`config.mk`:
```
export PLATFORM = sky130hd
export DESIGN_NAME = id_stage_hz
export DESIGN_NICKNAME = d
export VERILOG_FILES = /design/src/rtl/id_stage_hz.sv
export SDC_FILE = /design/constraint.sdc
export NUM_CORES = 2
export LEC_CHECK = 0
export CORE_ASPECT_RATIO = 1.2
export CORE_MARGIN = 4
export CORE_UTILIZATION = 50
export CTS_CLUSTER_DIAMETER = 40
export CTS_CLUSTER_SIZE = 8
export DETAILED_ROUTE_END_ITERATION = 8
export PLACE_DENSITY = 0.69
export REMOVE_ABC_BUFFERS = 1
export SKIP_CTS_REPAIR_TIMING = 1
export SYNTH_ARGS = -nofsm -noshare
export SYNTH_HDL_FRONTEND = slang
export SYNTH_SLANG_ARGS = --single-unit
```
`constraint.sdc`:
```
create_clock -name clk -period 74 [get_ports clk]
set_input_delay 14.8 -clock clk [delete_from_list [all_inputs] [get_ports clk]]
set_output_delay 14.8 -clock clk [all_outputs]
set_load 0.03 [all_outputs]
```
`src/rtl/id_stage_hz.sv`:
```
// id_stage_hz: MIPS-subset decode stage with bypassed register file,
// load-use hazard detection and the ID/EX pipeline latch.
module id_stage_hz #(
    parameter int DW   = 32,
    parameter int NREG = 32,
    parameter int AW   = $clog2(NREG)
) (
    input  logic          clk,
    input  logic          reset,
    input  logic          id_valid,
    input  logic [DW-1:0] id_npc,
    input  logic [31:0]   instrout,
    input  logic          regwrite,
    input  logic [AW-1:0] rd,
    input  logic [DW-1:0] writedata,
    input  logic          flush,
    output logic          id_stall,
    output logic          ex_valid,
    output logic [1:0]    ex_ctlwb_out,
    output logic [2:0]    ex_ctlm_out,
    output logic [3:0]    ex_ctlout,
    output logic          ex_illegal,
    output logic [DW-1:0] add_in1,
    output logic [DW-1:0] A,
    output logic [DW-1:0] ex_readdat2,
    output logic [DW-1:0] s_extendout,
    output logic [5:0]    funct,
    output logic [AW-1:0] ex_rs,
    output logic [AW-1:0] ex_b,
    output logic [AW-1:0] ex_a
);
    logic [DW-1:0] rf [NREG];
    logic [5:0]    op;
    logic [AW-1:0] rs, rt, rdf;
    logic [8:0]    ctl;
    logic          illegal, uses_rt, wr_en, load;
    logic [DW-1:0] rs_data, rt_data;

    assign op      = instrout[31:26];
    assign rs      = AW'(instrout[25:21]);
    assign rt      = AW'(instrout[20:16]);
    assign rdf     = AW'(instrout[15:11]);
    assign wr_en   = regwrite && rd != '0;
    // r0 is never written, so its reset value keeps it reading as zero
    assign rs_data = (wr_en && rd == rs) ? writedata : rf[rs];
    assign rt_data = (wr_en && rd == rt) ? writedata : rf[rt];

    assign ctl = op == 6'h00 ? 9'b10_000_1100 :
                 op == 6'h23 ? 9'b11_010_0001 :
                 op == 6'h2B ? 9'b00_001_0001 :
                 op == 6'h04 ? 9'b00_100_0010 : 9'b0;
    assign illegal = !(op inside {6'h00, 6'h23, 6'h2B, 6'h04});
    assign uses_rt = op inside {6'h00, 6'h2B, 6'h04};

    // load in EX whose destination is a source of the decoding instruction
    assign id_stall = !reset && !flush && id_valid && ex_valid && ex_ctlm_out[1] && ex_b != '0 &&
                      (ex_b == rs || (ex_b == rt && uses_rt));
    assign load = id_valid && !flush && !id_stall;

    always_ff @(posedge clk or posedge reset) begin
        if (reset) begin
            for (int i = 0; i < NREG; i++) rf[i] <= '0;
        end else if (wr_en) begin
            rf[rd] <= writedata;
        end
    end

    always_ff @(posedge clk or posedge reset) begin
        if (reset) begin
            ex_valid     <= 1'b0;
            ex_ctlwb_out <= '0;
            ex_ctlm_out  <= '0;
            ex_ctlout    <= '0;
            ex_illegal   <= 1'b0;
            add_in1      <= '0;
            A            <= '0;
            ex_readdat2  <= '0;
            s_extendout  <= '0;
            funct        <= '0;
            ex_rs        <= '0;
            ex_b         <= '0;
            ex_a         <= '0;
        end else begin
            ex_valid                                <= load;
            {ex_ctlwb_out, ex_ctlm_out, ex_ctlout} <= load ? ctl : 9'b0;
            ex_illegal                              <= load && illegal;
            add_in1                                 <= id_npc;
            A                                       <= rs_data;
            ex_readdat2                             <= rt_data;
            s_extendout                             <= DW'($signed(instrout[15:0]));
            funct                                   <= instrout[5:0];
            ex_rs                                   <= rs;
            ex_b                                    <= rt;
            ex_a                                    <= rdf;
        end
    end
endmodule

```
Placement view:
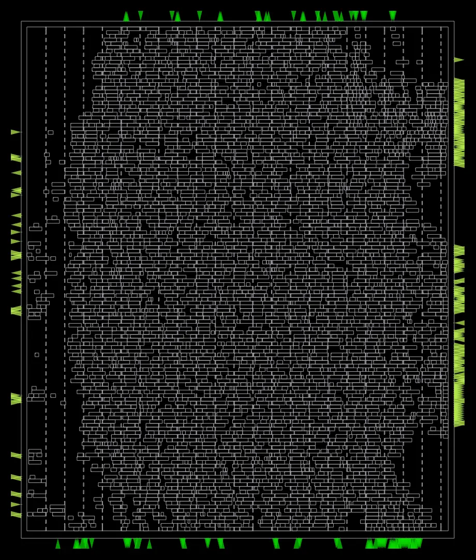
cell row count: 136
core region area: 114000 sq um

Clock distribution:
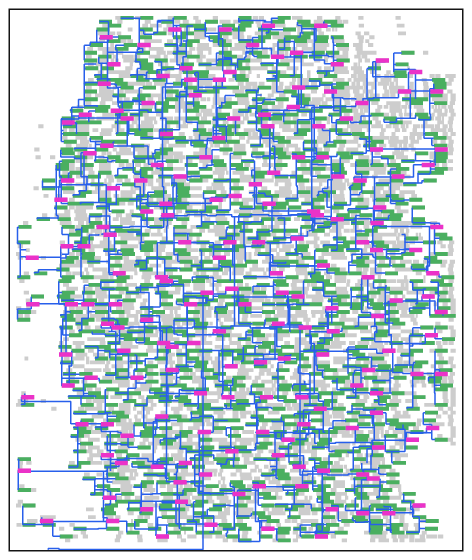
legend:
  green:
    item: flip-flops
    count: 1154
  blue:
    item: clock wires
    length: 15900 microns
  magenta:
    item: cells driving clock nets
    count: 179
routed clock nets: 180
flops lie: all over the die
clock power share: 39.6%
worst clock skew: 0.0250 ns
clock network power: 0.000761 W
clk latency late pin: 0.79 ns

==> highlights.md <==
- **slew at the pin closest to its max-slew limit** 1.25 ns
- **half-perimeter wire length after placement** 86800 microns
- **xor/xnor share of the synthesized area** 0.318%
- **inserted tap cell count** 1518
- **clock buffer count in the final layout** 221
- **net switching component of the power** 0.000498 W
- **Buffers & Inverters on Critical Path** 2
- **clock buffer count from CTS** 179
- **max frequency** 30.9 MHz
- **final period demand of the worst path** 32.40 ns
- **required time at the worst-slack endpoint** 59.20 ns
- **pre-CTS setup slack** 41.62 ns
- **Placed Cells incl. Taps** 5103
- **Cells on Worst Hold Path** 0
- **share of cells above drive strength 1** 48.7%
- **met1 routed wirelength after detailed routing** 66500 microns
- **Internal Pwr Total** 0.00142 W
- **number of distinct standard cells referenced by the synthesized netlist** 50
- **Endpoint, Worst Hold** rf[1020]$_DFFE_PP0P_
- **sequential power share** 42.8%
- **top register by number of flip-flops** rf
- **global-route layer with the greatest usage** met2
- **and+or+nand+nor area frac** 2.28%
- **post-synthesis instance area** 57500 sq um
- **maximum number of pins on one net before global-route repair** 180
- **final net count** 3872
- **total power divided by cell area** 29.2 nW/um^2
- **VDD IR-drop max** 27.6 uV
- **dominant logic cell type in the layout** sky130_fd_sc_hd__dfrtp_1
- **number of hold violations in the final report** 0
- **power of the combinational group** 0.000338 W
- **kind of end point of the critical path** output port
- **antenna violations before repair** 3
- **Core Util at FP** 50.3%
- **Synth mux share** 39.5%
- **wire length of the first global-routing pass** 252000 microns
- **H-tree Lvls** 4
- **CP Data Arrival Time** 17.60 ns
- **area fraction of the dominant cell type after synthesis** 50.2%
- **capture point of the critical path** id_stall
- **reg-to-reg startpoint** rf[960]$_DFFE_PP0P_
- **P_seq** 0.000823 W
- **status** completed
- **fraction of standard cell area that is sequential** 43.9%
- **count of mapped cells out of synthesis** 3683
- **final estimated routing congestion in global placement** 0.778
- **number of nets still failing antenna checks after routing** 0
- **critical path cell sequence** clkdlybuf4s50_1 -> xnor2_1 -> nand4_1 -> or4_1 -> a21oi_2 -> nor2b_1 -> clkdlybuf4s50_1
- **vias after detailed routing** 35800
- **cell taking the most area after synthesis** sky130_fd_sc_hd__dfrtp_1
- **DRC Markers** 0
- **part of the cycle the worst path needs** 43.8%
- **top logic cell family in the synthesized netlist** multiplexers
- **switch share** 25.9%
- **Yosys top cell by instances** sky130_fd_sc_hd__dfrtp_1
- **Top pwr grp** sequential cells
- **cell family contributing the most delay on the critical path** buffers and inverters
- **crit path max-delay cell type** sky130_fd_sc_hd__clkdlybuf4s50_1
- **Die X** 318 microns
- **overall overflow remaining after global route** 0
- **logic share of the area** 40.1%
- **met2 track demand over resource in global routing** 45.6%
- **OpenROAD warnings** 32
- **cells in synth_stat.txt** 3683
- **sequential cell count** 1154
- **standard cell area after detailed placement** 60500 sq um
- **start point of the critical path** instrout[19]
- **y dimension of the die** 380 microns
- **critical path's most frequent cell** sky130_fd_sc_hd__clkdlybuf4s50_1
- **count of boundary I/O pins** 267
- **CTS Root Buffer Type** sky130_fd_sc_hd__clkbuf_16
- **number of max-slew violations in the final report** 0
- **Compound-Gate Fraction of Synth Area** 3.45%
- **flop-to-flop setup slack** 72.20 ns
Power figures rest on the tool's default switching activity, not on a simulated workload.
